Figure 1. Metal 1 (run 1).
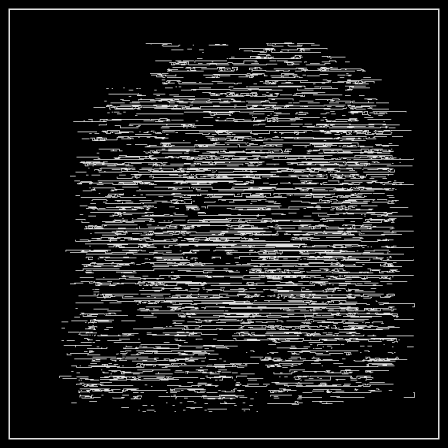
Figure 2. The metal 2 layer (run 1).
Bar = 50 µm.
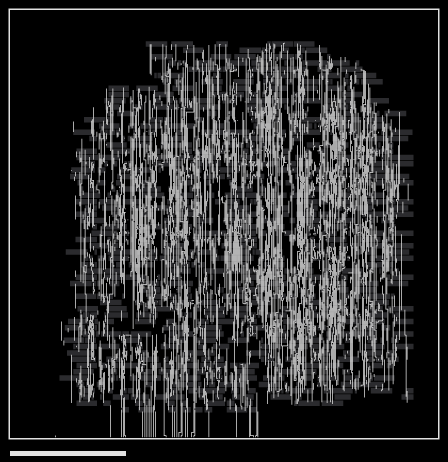
Figure 3. Signal wires on met3 (run 1).
Bar = 50 µm.
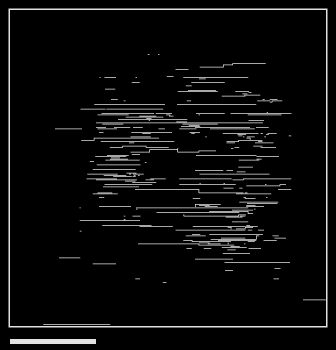
[src/rtl/vending_controller_multi.sv]
// Multi-tray vending sequencer: selection check, UPI payment handshake with
// timeout/fail/cancel, timed spring-motor phase and per-slot stock tracking.
//
// state      | meaning
// -----------+----------------------------------------------------------
// S_IDLE     | waiting for a selection or a restock request
// S_CHECK    | validate index and stock, latch the price
// S_PAY_REQ  | one-cycle payment request pulse
// S_PAY_WAIT | waiting for pay_done / pay_fail / cancel / timeout
// S_VEND     | spring motor driven for MOTOR_CYCLES cycles
// S_DONE     | one-cycle dispense pulse
// S_ERR      | one-cycle error pulse, err_code already valid
module vending_controller_multi #(
   parameter int NUM_TRAYS         = 6,
   parameter int PRODUCTS_PER_TRAY = 8,
   parameter int STOCK_W           = 4,
   parameter int INIT_STOCK        = 5,
   parameter int PRICE_W           = 8,
   parameter int BASE_PRICE        = 10,
   parameter int TRAY_STEP         = 10,
   parameter int PAY_TIMEOUT       = 64,
   parameter int MOTOR_CYCLES      = 8
) (
   input  logic               clk,
   input  logic               rst_n,
   input  logic               sel_valid,
   input  logic [2:0]         tray_sel,
   input  logic [2:0]         product_sel,
   input  logic               cancel,
   input  logic               restock_valid,
   output logic               upi_pay_req,
   input  logic               upi_pay_done,
   input  logic               upi_pay_fail,
   output logic               spring_motor_en,
   output logic               dispense,
   output logic [PRICE_W-1:0] amount,
   output logic               busy,
   output logic               error,
   output logic [2:0]         err_code
);

   localparam int NSLOT  = NUM_TRAYS * PRODUCTS_PER_TRAY;
   localparam int SLOT_W = (NSLOT > 1) ? $clog2(NSLOT) : 1;
   localparam int TMO_W  = $clog2(PAY_TIMEOUT + 1);
   localparam int MOT_W  = $clog2(MOTOR_CYCLES + 1);

   localparam logic [2:0] E_NONE    = 3'd0;
   localparam logic [2:0] E_INVALID = 3'd1;
   localparam logic [2:0] E_STOCK   = 3'd2;
   localparam logic [2:0] E_PAYFAIL = 3'd3;
   localparam logic [2:0] E_TIMEOUT = 3'd4;
   localparam logic [2:0] E_CANCEL  = 3'd5;

   typedef enum logic [2:0] {
      S_IDLE, S_CHECK, S_PAY_REQ, S_PAY_WAIT, S_VEND, S_DONE, S_ERR
   } state_t;

   state_t               r_state;
   state_t               w_nxt;

   logic [STOCK_W-1:0]   r_stock [NSLOT];
   logic [SLOT_W-1:0]    r_slot;
   logic [2:0]           r_tray;
   logic [2:0]           r_prod;
   logic                 r_sel_ok;
   logic [PRICE_W-1:0]   r_amount;
   logic [2:0]           r_err_code;
   logic [TMO_W-1:0]     r_tmo;
   logic [MOT_W-1:0]     r_mot;

   logic                 w_sel_ok;
   logic [SLOT_W-1:0]    w_sel_slot;
   logic [PRICE_W-1:0]   w_price;
   logic                 w_accept;
   logic                 w_restock;
   logic                 w_ld_amount;
   logic                 w_clr_amount;
   logic                 w_dec;
   logic                 w_set_err;
   logic [2:0]           w_err_val;

   assign w_sel_ok   = (32'(tray_sel) < NUM_TRAYS) && (32'(product_sel) < PRODUCTS_PER_TRAY);
   assign w_sel_slot = SLOT_W'(32'(tray_sel) * PRODUCTS_PER_TRAY + 32'(product_sel));
   // Price computed at full integer width, then truncated to the amount bus.
   assign w_price    = PRICE_W'(BASE_PRICE + TRAY_STEP * 32'(r_tray) + 32'(r_prod));

   always_ff @(posedge clk or negedge rst_n) begin
      if (!rst_n) r_state <= S_IDLE;
      else        r_state <= w_nxt;
   end

   always_comb begin
      w_nxt        = r_state;
      w_accept     = 1'b0;
      w_restock    = 1'b0;
      w_ld_amount  = 1'b0;
      w_clr_amount = 1'b0;
      w_dec        = 1'b0;
      w_set_err    = 1'b0;
      w_err_val    = E_NONE;
      unique case (r_state)
         S_IDLE: begin
            if (restock_valid && w_sel_ok) begin
               w_restock = 1'b1;
            end else if (sel_valid) begin
               w_accept = 1'b1;
               w_nxt    = S_CHECK;
            end
         end
         S_CHECK: begin
            if (!r_sel_ok) begin
               w_set_err = 1'b1;
               w_err_val = E_INVALID;
               w_nxt     = S_ERR;
            end else if (r_stock[r_slot] == '0) begin
               w_set_err = 1'b1;
               w_err_val = E_STOCK;
               w_nxt     = S_ERR;
            end else begin
               w_ld_amount = 1'b1;
               w_nxt       = S_PAY_REQ;
            end
         end
         S_PAY_REQ: w_nxt = S_PAY_WAIT;
         S_PAY_WAIT: begin
            if (upi_pay_done) begin
               w_dec = 1'b1;
               w_nxt = S_VEND;
            end else if (upi_pay_fail) begin
               w_set_err = 1'b1;
               w_err_val = E_PAYFAIL;
               w_nxt     = S_ERR;
            end else if (cancel) begin
               w_set_err = 1'b1;
               w_err_val = E_CANCEL;
               w_nxt     = S_ERR;
            end else if (r_tmo == TMO_W'(PAY_TIMEOUT - 1)) begin
               w_set_err = 1'b1;
               w_err_val = E_TIMEOUT;
               w_nxt     = S_ERR;
            end
         end
         S_VEND: begin
            if (r_mot == MOT_W'(MOTOR_CYCLES - 1)) w_nxt = S_DONE;
         end
         S_DONE: begin
            w_clr_amount = 1'b1;
            w_nxt        = S_IDLE;
         end
         S_ERR:   w_nxt = S_IDLE;
         default: w_nxt = S_IDLE;
      endcase
   end

   always_ff @(posedge clk or negedge rst_n) begin
      if (!rst_n) begin
         r_slot     <= '0;
         r_tray     <= '0;
         r_prod     <= '0;
         r_sel_ok   <= 1'b0;
         r_amount   <= '0;
         r_err_code <= E_NONE;
         r_tmo      <= '0;
         r_mot      <= '0;
         for (int i = 0; i < NSLOT; i++) r_stock[i] <= STOCK_W'(INIT_STOCK);
      end else begin
         if (w_accept) begin
            r_tray     <= tray_sel;
            r_prod     <= product_sel;
            r_sel_ok   <= w_sel_ok;
            // Invalid selections park on slot 0 so the stock lookup stays in range.
            r_slot     <= w_sel_ok ? w_sel_slot : '0;
            r_err_code <= E_NONE;
         end
         if (w_set_err) r_err_code <= w_err_val;
         if (w_ld_amount)                   r_amount <= w_price;
         else if (w_clr_amount || w_set_err) r_amount <= '0;
         if (w_restock) r_stock[w_sel_slot] <= STOCK_W'(INIT_STOCK);
         if (w_dec)     r_stock[r_slot]     <= r_stock[r_slot] - STOCK_W'(1);
         r_tmo <= (r_state == S_PAY_WAIT) ? r_tmo + TMO_W'(1) : '0;
         r_mot <= (r_state == S_VEND)     ? r_mot + MOT_W'(1) : '0;
      end
   end

   assign upi_pay_req     = (r_state == S_PAY_REQ);
   assign spring_motor_en = (r_state == S_VEND);
   assign dispense        = (r_state == S_DONE);
   assign error           = (r_state == S_ERR);
   assign busy            = (r_state != S_IDLE);
   assign amount          = r_amount;
   assign err_code        = r_err_code;

endmodule
[config.mk]
export PLATFORM = sky130hd
export DESIGN_NAME = vending_controller_multi
export DESIGN_NICKNAME = d
export VERILOG_FILES = /design/src/rtl/vending_controller_multi.sv
export SDC_FILE = /design/constraint.sdc
export NUM_CORES = 1
export LEC_CHECK = 0
export CORE_MARGIN = 10
export CORE_UTILIZATION = 42
export DETAILED_ROUTE_END_ITERATION = 10
export GPL_TIMING_DRIVEN = 1
export PLACE_DENSITY = 0.59
export REMOVE_ABC_BUFFERS = 1
export SYNTH_ARGS = -nofsm -noshare
export SYNTH_HDL_FRONTEND = slang
export SYNTH_SLANG_ARGS = --single-unit
[constraint.sdc]
create_clock -name clk -period 3.4 [get_ports clk]
set_input_delay 0.34 -clock clk [delete_from_list [all_inputs] [get_ports clk]]
set_output_delay 0.34 -clock clk [all_outputs]
set_load 0.01 [all_outputs]
==> impl_metrics.toml, run 1 <==
# implementation run metrics
[setup_path]
worst_r2r_path_depth = 11
r2r_end = "r_stock[155]"
worst_r2r_startpoint = "r_slot[2]"
timing.critical_path.buf_inv = 3
timing.reg2reg.setup_slack_ps = -40
timing.critical_path.to_type = "register"
top_family_by_delay_on_critical_path = "AND-OR/OR-AND gates"
slowest_delay_ps = 520
timing.setup.critical_path_class = "register to register"
worstPathCellList = "buf_6, buf_4, mux2_4, a221o_1, a22oi_2, o22ai_2, or3_4, or4_4, o21ai_4, clkbuf_16, o22ai_2"
timing.critical_path.fanout_max = 17
setup.worst_path.start_class = "register"
slowest_stage = "or4_4"
crit_path_frequent_cell = "o22ai_2"
timing.critical_path.required_ps = 3810
critical_path_arrival_ps = 3850

[grt]
grt_start_max_net_pins = 97
grt_most_used_layer = "met2"
first_global_vias = 9323
grt_first_pass_wirelength_um = 56200
groute.layer.met3.usage = 0.0339
track_usage = 0.213
antenna_found_initial = 0
global_route.overflow_total = 0
grt.met1_usage = 0.286

[power]
power.static_leakage_nw = 5.60
powerDensity_mw_per_mm2 = 1100
worst_ir_drop_vdd_uv = 899
report.power.total_mw = 15.3

[yosys]
ys.flop_type = "dfrtp_1"
syn_inst = 1150
yosysTopAreaCell = "dfrtp_1"
post_synth.cell_area_avg_um2 = 9.91
top_cell_area_share = 0.294
synthMuxAreaShare = 0.0653
synthesis.yosys.warnings = 0
postSynth.asyncResetShare = 1.00
synth_chip_area_mm2 = 0.0114
synthSimpleGateAreaFrac = 0.144
synth.yosys.num_cells = 1150
seq_area_frac_synth = 0.516
synth.cellmix.xorXnorShare = 0.00769
top_cells_by_area = "dfrtp_1 (29%), dfstp_2 (22%), o21ai_0 (9.5%), nand2_1 (5.5%), o22ai_1 (4.3%)"
common_cells = "o21ai_0 (216), nand2_1 (166), dfrtp_1 (134)"
count_of_flip_flops_with_a_built_in_enable_after_synthesis = 0
yosysUniqueCellTypes = 64
synth_compound_gate_area_share = 0.219
synthMostInstantiatedCell = "o21ai_0"
synth_register_bits = 230
synthesis.area_mm2 = 0.0114
yosys.area_share.adder = 0.0138
netlist_logic_family_top = "AND-OR/OR-AND gates"

[drt]
detailedRoute.firstPassIterationCount = 5
detailroute.wirelength.met3_um = 2830
detail_route.drc_violations = 0
final_antenna_net_count = 0
wl_per_cell_um = 23.3
first_iter_violations = 935
highest-signal-layer = "met4"
route.detailed.vias_per_inst = 6.03
drt-met1-wl_um = 15800
routed-wl-met2_um = 17400

[clock_tree]
cts-htree-levels = 1
clockBufferDepth = 3
tritoncts.num_buffers = 27
worst_setup_hold_path_clk_slew_ps = 60
tritoncts_clock_tree = "built"
ctsRootBufferMaster = "clkbuf_16"
clock_latency_ps = 540
clock_sink_count = 230

[cells_and_area]
fill_cell_count = 2413
finalNetCount = 1275
final_core_util = 0.519
flow.area_growth_from_synthesis_pct = 22.0
insertedDiodeCount = 0
stdcell_count = 1611
cell_area_after_layout_mm2 = 0.0139
post_route_cells_drive_above_1_share = 0.275

[timing]
fin_skew_ps = 12.9
holdWs_ps = 393
grt_setup_unrepaired = "true"
clock.fmax_mhz = 290
worst-slew-pin-transition_ps = 795
final_clock_period_utilization_by_the_worst_path = 1.01
finalHoldViolCount = 0
setup_ws_ps = -43.7
slew_headroom = 0.470
fin_setup_tns_ps = -718
setup_violations = 24
fin_crit_ps = 3440
report.final.slew_viol_count = 0

[place]
gpl.final_weighted_congestion = 0.915
placed_cell_area_mm2 = 0.0125
detailed_place_hpwl_um = 24800
placedCellCount = 1537
buffer_ports.inserted = 28
pre_cts_ws_ps = -132

[hold_path]
hold_class = "primary input to async pin"

[run_status]
outcome = "complete, but fails checks"
violations = "negative setup slack"

[floorplanning]
floorplan_core_area_mm2 = 0.0268
chip_area_mm2 = 0.0341
boundaryPins = 29
rows = 60
chipWidth_um = 185
die_h_um = 185
core_util_floorplan = 0.425

[job]
count_of_warning_messages_emitted_by_the_tools = 26
timing.max_cap.violations = 0
Notes on Figure 1 above:
- wire length on this layer: 15800 µm
- nets with wire on the layer: 1208
- longest straight run: 61.2 µm
- main direction: horizontal
- share of all routed wire: 42%

Notes on Figure 2 above:
- share of all routed wire: 46%
- longest straight run: 64.3 µm
- nets with wire on the layer: 1063
final routed wirelength across all metal layers: 37500 µm
count of vias placed by the detailed router: 9719
global-route track usage on met2: 0.338

Notes on Figure 3 above:
- main direction: horizontal
- share of all routed wire: 7.6%
- longest straight run: 97.3 µm
- nets with wire on the layer: 133
- wire length on this layer: 2830 µm

run 1: worst max path at each step:
stage | from | end | slack (ps) | cells after the start
final | r_slot[2] | r_stock[155] | -40 | 11
after global routing | r_slot[0] | r_stock[139] | -100 | 14
after CTS | r_slot[2] | r_stock[67] | 0.5 | 11
after detailed placement | r_slot[1] | r_stock[70] | -130 | 12
after global placement | r_slot[1] | r_stock[70] | -180 | 12
after floorplan | r_slot[2] | r_stock[102] | -2060 | 9
run 1: registers in the layout, summed over array words and instances, names as in the netlist:
register	cells
r_tray	3
r_prod	3
r_tmo	7
r_stock	192
err_code	3
r_slot	6
r_mot	4
amount	8
r_state	3
r_sel_ok	1
run 1: where the power goes:
part           internal (mW)  switching, mW
combinational           3.16           4.86
sequential              3.80          0.610
clock                   1.69           1.14
total                   8.65           6.61
run 1: what timing repair did:
item / 4_1_cts / 5_1_grt
hold endpoints to repair: 54 / 0
pin swaps: 1 / 29
hold buffers: 1 / 0
cloned: 0 / 3
endpoints found under the setup margin: 94 / 95
resized: 4 / 58
setup buffers: 0 / 22
run 1: final cells by class:
class	count	area, µm²	area share
clock buffers	44	810	0.0582
clock inverters	5	53.8	0.00387
inverters	13	48.8	0.00351
multi-input cells	843	5390	0.388
flip-flops and latches	230	5880	0.423
well taps	341	427	0.0307
repair buffers	135	1280	0.0924
run 1: cells in the final DEF (no fill, tap or decap), drive strengths merged, types with 6 or more instances in the layout:
cell,n
ha,11
nor2b,6
a31oi,16
a221oi,9
nand3b,20
inv,13
nand3,17
and3,8
nand2,166
dfstp,96
or2,6
mux4,8
nor2,83
or3,6
buf,105
o21ai,228
mux2i,26
dfrtp,134
a32o,6
clkbuf,46
o22ai,82
a22o,8
nand2b,7
mux2,27
nor3,13
a221o,7
a21oi,14
a22oi,8
clkdlybuf4s50,27
Figure 4. Metal 4 (run 1).
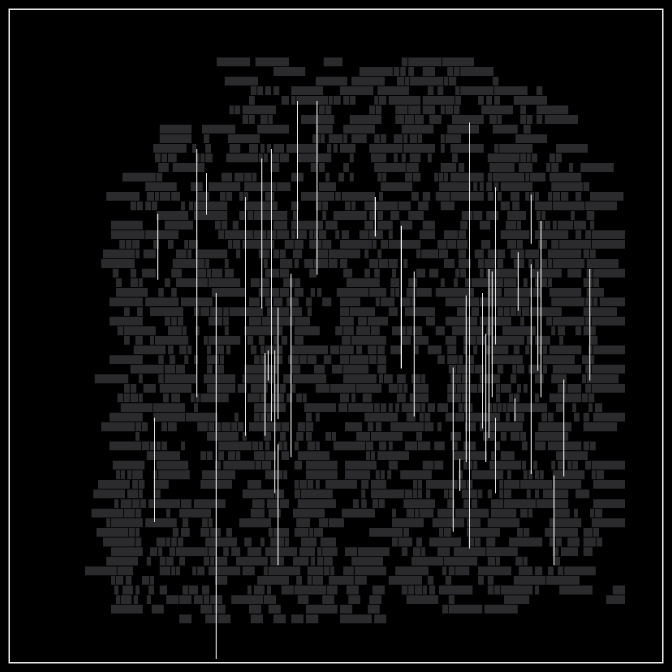

==> run 2: changes to the inputs <==
- PLACE_DENSITY: 0.59 -> 0.58
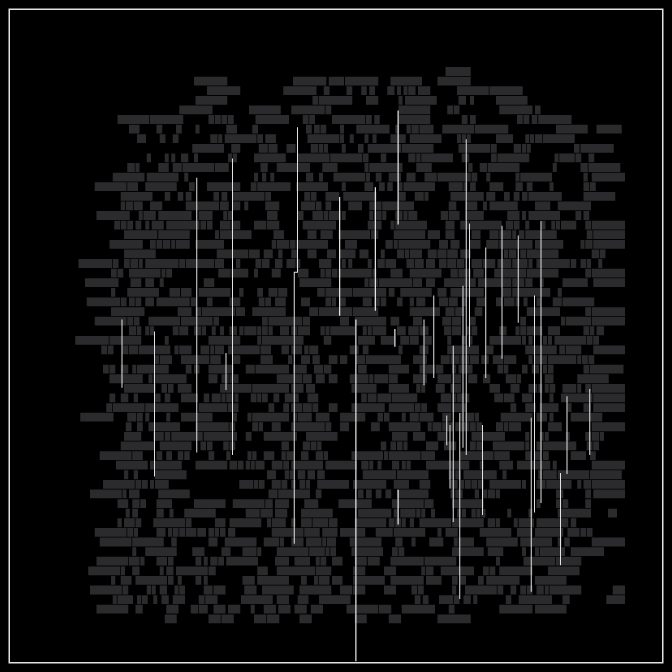
Figure 5: run 2, metal 4.
- nets with wire on the layer: 22
- longest straight run: 96.6 µm
- wire length on this layer: 1280 µm

==> impl_metrics.toml, run 2 <==
# implementation run metrics
[run_status]
outcome = "complete, but fails checks"
violations = "negative setup slack"

[cells_and_area]
stdcell_count = 1617
cell_area_after_layout_mm2 = 0.0140
fill_cell_count = 2454
final.clkbuf_count = 41
post_route_cells_drive_above_1_share = 0.275
area_used_by_multi_input_combinational_logic_mm2 = 0.00536
comb-cell-share = 0.383
max_area_cell_class = "registers"
layout.buffer.nonclock.area_share = 0.0990
register_area_mm2 = 0.00588
multi_input_comb_cells = 843
sh_seq_area = 0.421

[setup_path]
timing.setup.critical_path_class = "register to register"
timing.critical_path.to_type = "register"
timing.critical_path.fanout_max = 7
setup.worst_path.start_class = "register"
slowest_delay_ps = 560
timing.critical_path.required_ps = 3840
slowest_stage = "dfrtp_4"
worstPathCellList = "buf_4, nand2b_1, o22a_1, a31oi_1, or4_4, or3_4, buf_6, o41ai_4, buf_4, o21ai_4, buf_6, clkbuf_16, o22ai_2"
r2r_end = "r_stock[99]"
worst_r2r_path_depth = 13
top_family_by_delay_on_critical_path = "simple AND/OR/NAND/NOR gates"

[drt]
first_iter_violations = 992
route.detailed.vias_per_inst = 6.08
drt-met1-wl_um = 16400
wl_per_cell_um = 23.5
detailedRoute.firstPassIterationCount = 5
highest-signal-layer = "met4"

[yosys]
post_synth.cell_area_avg_um2 = 9.91
synth_register_bits = 230
syn_inst = 1150
synth.yosys.num_cells = 1150
synth_chip_area_mm2 = 0.0114
synthMostInstantiatedCell = "o21ai_0"
yosysTopAreaCell = "dfrtp_1"
count_of_flip_flops_with_a_built_in_enable_after_synthesis = 0
synthesis.yosys.warnings = 0
top_cell_area_share = 0.294
top_cells_by_area = "dfrtp_1 (29%), dfstp_2 (22%), o21ai_0 (9.5%), nand2_1 (5.5%), o22ai_1 (4.3%)"
common_cells = "o21ai_0 (216), nand2_1 (166), dfrtp_1 (134)"

[grt]
track_usage = 0.216
grt.met1_usage = 0.301
first_global_vias = 9293
grt_start_max_net_pins = 108
grt_use_met2 = 0.340
global_route.overflow_total = 0
grt_first_pass_wirelength_um = 56700
antenna_found_initial = 0

[job]
timing.max_cap.violations = 0

[clock_tree]
worst_setup_hold_path_clk_slew_ps = 60
clock_latency_ps = 540
ctsRootBufferMaster = "clkbuf_16"
tritoncts_clock_tree = "built"

[floorplanning]
chip_area_mm2 = 0.0341
tapcell.inserted = 341
core_util_floorplan = 0.425
die_h_um = 185
boundaryPins = 29
chipWidth_um = 185

[place]
pre_cts_ws_ps = -231
buffer_ports.inserted = 28

[timing]
fin_setup_tns_ps = -5.42
finalHoldViolCount = 0
final_clock_period_utilization_by_the_worst_path = 1.00
slew_headroom = 0.434
setup_violations = 1
holdWs_ps = 438
worst-slew-pin-transition_ps = 849
fin_crit_ps = 3410
fin_skew_ps = 14.9
clock.fmax_mhz = 294
grt_setup_unrepaired = "true"
setup_ws_ps = -5.42

[power]
power.static_leakage_nw = 5.66
report.power.total_mw = 15.7

[hold_path]
hold_class = "primary input to async pin"
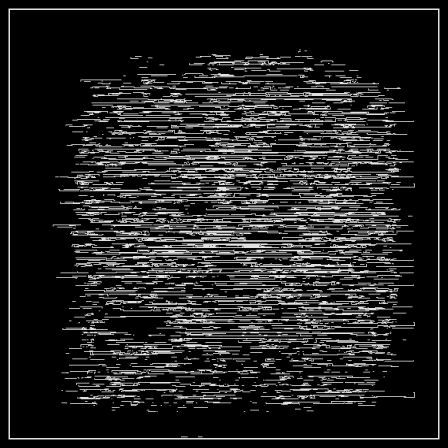
Figure 6: run 2, metal 1.
count of vias placed by the detailed router: 9830
final routed wirelength across all metal layers: 38000 µm

[run 2: cell counts after synthesis]
Identical to the previous run, type by type.
[run 2: cells by family after synthesis]
kind of cell | after synthesis | synth area share
compound gates | 405 | 0.219
simple gates | 355 | 0.144
flops | 230 | 0.516
buf+inv | 77 | 0.0345
mux | 61 | 0.0653
fa+ha+maj | 12 | 0.0138
xor+xnor | 10 | 0.00769
[run 2: worst max path at each step]
stage          startpoint           end  slack (ps)  cells past startpoint
2_1_floorplan   r_slot[2]  r_stock[102]       -2060                      9
3_3_place_gp    r_slot[1]     amount[2]        -120                     10
3_5_place_dp    r_slot[1]     amount[3]        -230                     10
4_1_cts         r_slot[1]  r_stock[171]         0.6                     13
5_1_grt         r_slot[1]   r_stock[11]         -30                     14
6_report        r_slot[1]   r_stock[99]          -5                     13
[run 2: timing repair]
item                                    in CTS  in global routing
endpoints found under the setup margin      60                106
buffers inserted                             5                 13
hold endpoints to repair                    58                  0
pin swaps                                    1                 28
gates resized                                8                 58
gates cloned                                 0                  5
hold buffers                                 1                  0
[run 2: power by group]
group / total, mW / switching [mW] / internal, mW / leakage, nW
logic: 8.37 / 4.93 / 3.44 / 2.41
clock network: 2.87 / 1.15 / 1.72 / 0.429
registers: 4.43 / 0.625 / 3.80 / 2.82
total: 15.7 / 6.70 / 8.96 / 5.66
[run 2: worst reg2reg max path, stage by stage (launching register included)]
cell,delay [ps]
dfrtp_4,560
buf_4,190
nand2b_1,180
o22a_1,180
a31oi_1,120
or4_4,560
or3_4,360
buf_6,130
o41ai_4,320
buf_4,190
o21ai_4,70
buf_6,150
clkbuf_16,170
o22ai_2,150
Power is estimated from default activity; no workload was simulated.
